`src/rtl/seq_squarer_pkg.sv`:
```
// seq_squarer_pkg: shared state type, default parameters and saturating add
package seq_squarer_pkg;
  typedef enum logic {IDLE, CALC} state_t;
  localparam int DEF_WIDTH = 4;
  localparam int ACC_PAD = 4;
  localparam int SAT_W = 64;
  typedef struct packed {
    logic ovf;
    logic [SAT_W-1:0] sum;
  } sat_t;
  function automatic sat_t sat_add(input logic [SAT_W-1:0] a, input logic [SAT_W-1:0] b, input int w);
    logic [SAT_W:0] s;
    logic [SAT_W:0] lim;
    s = {1'b0, a} + {1'b0, b};
    lim = ({{SAT_W{1'b0}}, 1'b1} << w) - (SAT_W+1)'(1);
    sat_add = s > lim ? sat_t'(lim | {1'b1, {SAT_W{1'b0}}}) : sat_t'(s);
  endfunction
endpackage

```
`src/rtl/sq_accum.sv`:
```
// sq_accum: saturating sum-of-squares accumulator with clear priority and sticky overflow
module sq_accum
  import seq_squarer_pkg::*;
#(
  parameter int ACC_W = 12
) (
  input  logic             clk,
  input  logic             rst,
  input  logic             add_en,
  input  logic [ACC_W-1:0] add_val,
  input  logic             acc_clr,
  output logic [ACC_W-1:0] acc,
  output logic             ovf
);
  sat_t r;
  always_comb r = sat_add(SAT_W'(acc), SAT_W'(add_val), ACC_W);
  always_ff @(posedge clk) begin
    if (rst || acc_clr) begin
      acc <= '0;
      ovf <= 1'b0;
    end else if (add_en) begin
      acc <= ACC_W'(r.sum);
      ovf <= ovf | r.ovf;
    end
  end
endmodule

```
`src/rtl/seq_squarer.sv`:
```
// seq_squarer: shift-add sequential squarer with start/busy/done handshake and accumulator
module seq_squarer
  import seq_squarer_pkg::*;
#(
  parameter int WIDTH = DEF_WIDTH,
  parameter int ACC_W = 2*WIDTH+ACC_PAD
) (
  input  logic               clk,
  input  logic               rst,
  input  logic               start,
  input  logic [WIDTH-1:0]   din,
  input  logic               acc_en,
  input  logic               acc_clr,
  output logic               busy,
  output logic               done,
  output logic [2*WIDTH-1:0] sq,
  output logic [ACC_W-1:0]   acc,
  output logic               ovf
);
  localparam int CW = $clog2(WIDTH);
  state_t state, state_n;
  logic [WIDTH-1:0] a_q, b_q;
  logic accq;
  logic [2*WIDTH-1:0] p, p_next;
  logic [CW-1:0] cnt;
  logic last, fin;
  assign p_next = p + (b_q[cnt] ? {{WIDTH{1'b0}}, a_q} << cnt : '0);
  assign last = cnt == CW'(WIDTH-1);
  assign fin = state == CALC && last;
  assign busy = state == CALC;
  always_ff @(posedge clk) state <= rst ? IDLE : state_n;
  always_comb state_n = state == IDLE ? (start ? CALC : IDLE) : (last ? IDLE : CALC);
  always_ff @(posedge clk) begin
    if (rst) begin
      a_q <= '0;
      b_q <= '0;
      accq <= 1'b0;
      p <= '0;
      cnt <= '0;
      sq <= '0;
      done <= 1'b0;
    end else begin
      done <= fin;
      if (state == IDLE && start) begin
        a_q <= din;
        b_q <= din;
        accq <= acc_en;
        p <= '0;
        cnt <= '0;
      end else if (state == CALC && !last) begin
        p <= p_next;
        cnt <= cnt + CW'(1);
      end else if (fin) begin
        sq <= p_next;
      end
    end
  end
  sq_accum #(.ACC_W(ACC_W)) u_acc (
    .clk(clk),
    .rst(rst),
    .add_en(fin && accq),
    .add_val(ACC_W'(p_next)),
    .acc_clr(acc_clr),
    .acc(acc),
    .ovf(ovf)
  );
endmodule

```
`config.mk`:
```
export PLATFORM = sky130hd
export DESIGN_NAME = seq_squarer
export DESIGN_NICKNAME = d
export VERILOG_FILES = /design/src/rtl/seq_squarer_pkg.sv /design/src/rtl/sq_accum.sv /design/src/rtl/seq_squarer.sv
export SDC_FILE = /design/constraint.sdc
export NUM_CORES = 1
export LEC_CHECK = 0
export CAP_MARGIN = 20
export CORE_UTILIZATION = 30
export DETAILED_ROUTE_END_ITERATION = 16
export PLACE_DENSITY = 0.48
export SLEW_MARGIN = 20
export SYNTH_ARGS = -nofsm -noshare
export SYNTH_HDL_FRONTEND = slang
export SYNTH_SLANG_ARGS = --single-unit
```
`constraint.sdc`:
```
create_clock -name clk -period 3.6 [get_ports clk]
set_input_delay 0.72 -clock clk [delete_from_list [all_inputs] [get_ports clk]]
set_output_delay 0.72 -clock clk [all_outputs]
set_load 0.03 [all_outputs]
```
**The clock network**

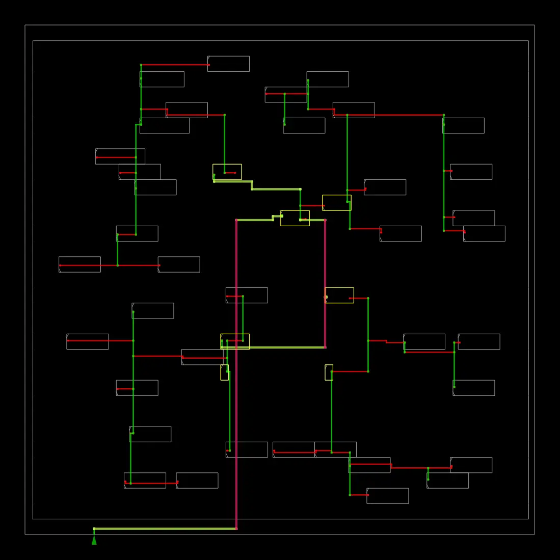
clock sink count: 38
CTS Buf Count: 5
clk pwr: 0.281 mW

**Routed clock nets over the placement**

Scale bar: 20 um.
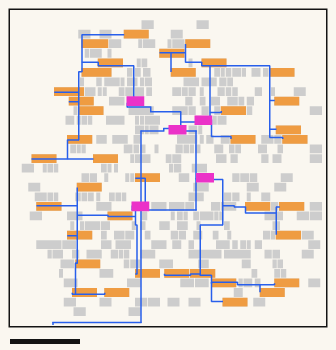
- magenta: clock-net drivers (count 5)
- orange: flip-flops (count 38)
- blue: clock wires (length 586 um)
- flops lie: widely spread

**Sizing map**

Scale bar: 20 um.
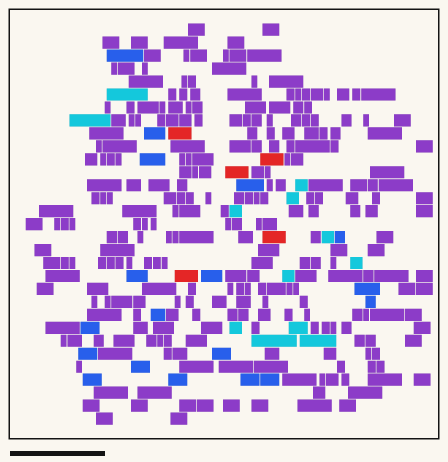
- purple: x1 and smaller (cells 268)
- blue: x2 (cells 18)
- cyan: x3 and x4 (cells 12)
- red: x6 and larger (cells 5)

==> impl_metrics.py <==
# Flow results
metrics = {
    "logic_synthesis": {
        "synth.largest_area_cell": "dfxtp_1",
        "area_leaders": "dfxtp_1 33%, ha_1 9.7%, xnor2_1 4.2%",
        "simple_gate_share_pct": 22.6,
        "logic_family": "simple AND/OR/NAND/NOR gates",
        "synthAoiAreaFrac_pct": 21.9,
        "synth-edff-count": 0,
        "avgSynthCellArea_um2": 8.57,
        "flop_cell": "dfxtp_1",
        "ys_area_um2": 2310,
        "top_area_share_pct": 32.9,
        "async_flop_share_pct": 0,
        "synthMuxAreaShare_pct": 2.16,
        "synthAdderAreaFrac_pct": 11.5,
    },
    "global_route": {
        "grt_max_degree": 23,
        "gr-total-overflow": 0,
    },
    "timing": {
        "setup_slack_ps": 185,
        "drv_slew": 0,
        "whs_ps": 464,
        "fin_skew_ps": 5.13,
        "relSlewSlack_pct": 49.0,
    },
    "power": {
        "power_per_cell_area_nw_per_um2": 275,
        "ir_drop_mv": 0.105,
        "p_leak_nw": 1.09,
    },
    "detailed_routing": {
        "drtIter0Drc": 91,
        "drtAntennaViolNets": 0,
        "routed_wl_mm": 5.52,
    },
    "run_status": {
        "run_status": "finished clean",
    },
    "floorplan": {
        "core_um2": 7370,
        "chipWidth_um": 89.8,
        "top_level_ports": 32,
        "dieArea_um2": 8070,
    },
    "flow_run": {
        "maxCapViolCount": 0,
    },
    "clocking": {
        "h-tree-depth": 2,
        "cts_tree": "done",
        "root_buffer": "clkbuf_8",
    },
    "critical_path": {
        "crit_path_frequent_cell": "inv_1",
        "crit_family": "simple AND/OR/NAND/NOR gates",
        "timing_worst_setup_path_type": "reg2reg",
    },
    "worst_hold_path": {
        "hp-class": "reg2reg",
    },
    "place": {
        "gp_congestion": 0.780,
        "dp_slack_ps": 37.7,
        "hpwlAfterDp_mm": 4.21,
    },
    "finish": {
        "fin_nets": 332,
        "syn_to_final_growth_pct": 23.3,
    },
}
**Zoomed window**

Region (52, 7) to (82, 37) um. Cells in grey, sequential cells in the stronger grey; small squares are vias.
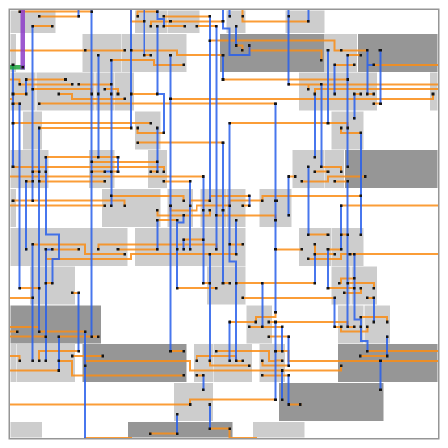
- green: M3
- orange: M1
- blue: M2
- purple: M4
- most frequent: dfxtp_1 (7), nor2_1 (5), o21ai_0 (4)
- sequential cells in the window: 7
- cells with their middle in the window: 49
- netlist names of flops here include: u_acc.acc (6), accq (1)

**Register map, names as in the netlist**

Scale bar: 20 um. Other sequential cells in the stronger grey, the rest of the logic in the fainter grey.
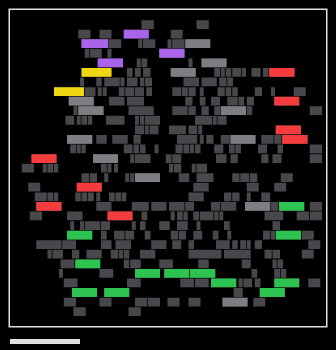
- purple: b_q (sequential cells 4)
- red: sq (sequential cells 8)
- green: u_acc.acc (sequential cells 12)
- yellow: cnt (sequential cells 2)
- not coloured: 12
P_seq: 0.436 mW
Final Util: 38.7%
sequential fraction of total cell area: 27.0%
FF+latch area: 769 um^2

==> kinds of logic (layout without fill, tap and decap cells) <==
| family | after synthesis | in the layout |
|---|---|---|
| DFF | 38 | 38 |
| adders and majority gates | 20 | 20 |
| muxes | 5 | 5 |
| AOI/OAI and AO/OA | 68 | 68 |
| xor gates and xnor gates | 13 | 13 |
| buffers and inverters | 23 | 56 |
| and+or+nand+nor | 103 | 103 |
==> worst min-delay path, stage by stage, from the launching register on <==
cell	delay [ps]
dfxtp_1	310
nand2_1	50
a21oi_1	50
==> final timing paths <==
kind                            start                         to  slack, ps  cells after the start
setup / recovery  cnt[1]$_SDFFE_PP0P_  u_acc.acc[8]$_SDFFE_PP0P_        180                     15
hold / removal     sq[2]$_SDFFE_PP0P_         sq[2]$_SDFFE_PP0P_        460                      2
setup reg to reg  cnt[1]$_SDFFE_PP0P_  u_acc.acc[8]$_SDFFE_PP0P_        180                     15
hold reg to reg    sq[2]$_SDFFE_PP0P_         sq[2]$_SDFFE_PP0P_        460                      2
==> cell type report <==
| class | instances | area, um^2 | area share [%] |
|---|---|---|---|
| Tap cell | 99 | 124 | 4.34 |
| Multi-Input combinational cell | 209 | 1480 | 51.8 |
| Clock buffer | 7 | 76.3 | 2.68 |
| Timing Repair Buffer | 38 | 363 | 12.7 |
| Sequential cell | 38 | 769 | 27.0 |
| Inverter | 11 | 41.3 | 1.45 |
==> state kept, by name, summed over array words and instances (netlist names) <==
name,cells
cnt,2
u_acc.acc,12
busy,1
p,8
sq,8
done,1
b_q,4
accq,1
u_acc.ovf,1
==> metal layers <==
layer	wire (um)	vias up	GRT usage, %
met3	128	5	2.54
met4	76	0	5.33
met5	0	-	0
met1	2920	936	20.7
met2	2400	29	20.5
li1	-	1054	-
==> report_power, final <==
part           internal, mW  leakage, nW  switching [mW]
sequential            0.426        0.309         0.00978
combinational        0.0276        0.746          0.0390
clock                 0.134       0.0383           0.148
==> per-stage QoR <==
step,setup TNS (ps),area (um^2),std cells
after floorplan,0,2310,270
after global placement,0,2750,395
after detailed placement,0,2750,395
after CTS,0,2820,402
after global routing,-3.00,2850,402
final,0,2850,402
==> placed cells by master, fill, tap and decap left out, drive strengths merged, types with 2 or more instances in the layout <==
cell / count
ha: 18
or2: 2
o211ai: 5
nor3: 9
nand3b: 2
a21oi: 17
mux2i: 5
or3: 2
clkdlybuf4s50: 31
o21ai: 15
nor2: 24
inv: 11
and3: 5
o31ai: 2
nand4: 2
nor2b: 7
nor3b: 2
buf: 7
dfxtp: 38
o221a: 8
xnor2: 11
fa: 2
nand2b: 6
a31oi: 6
o21a: 2
nand2: 22
nor4: 2
or4: 4
nand3: 13
clkbuf: 7
a211oi: 5
a21o: 2
xor2: 2
==> what timing repair did <==
item                                    in CTS  in global routing
endpoints found under the setup margin       0                 12
gates resized                                0                 11
buffers inserted                             0                  0
No activity file was given, so power comes from the tool's default toggle rates.
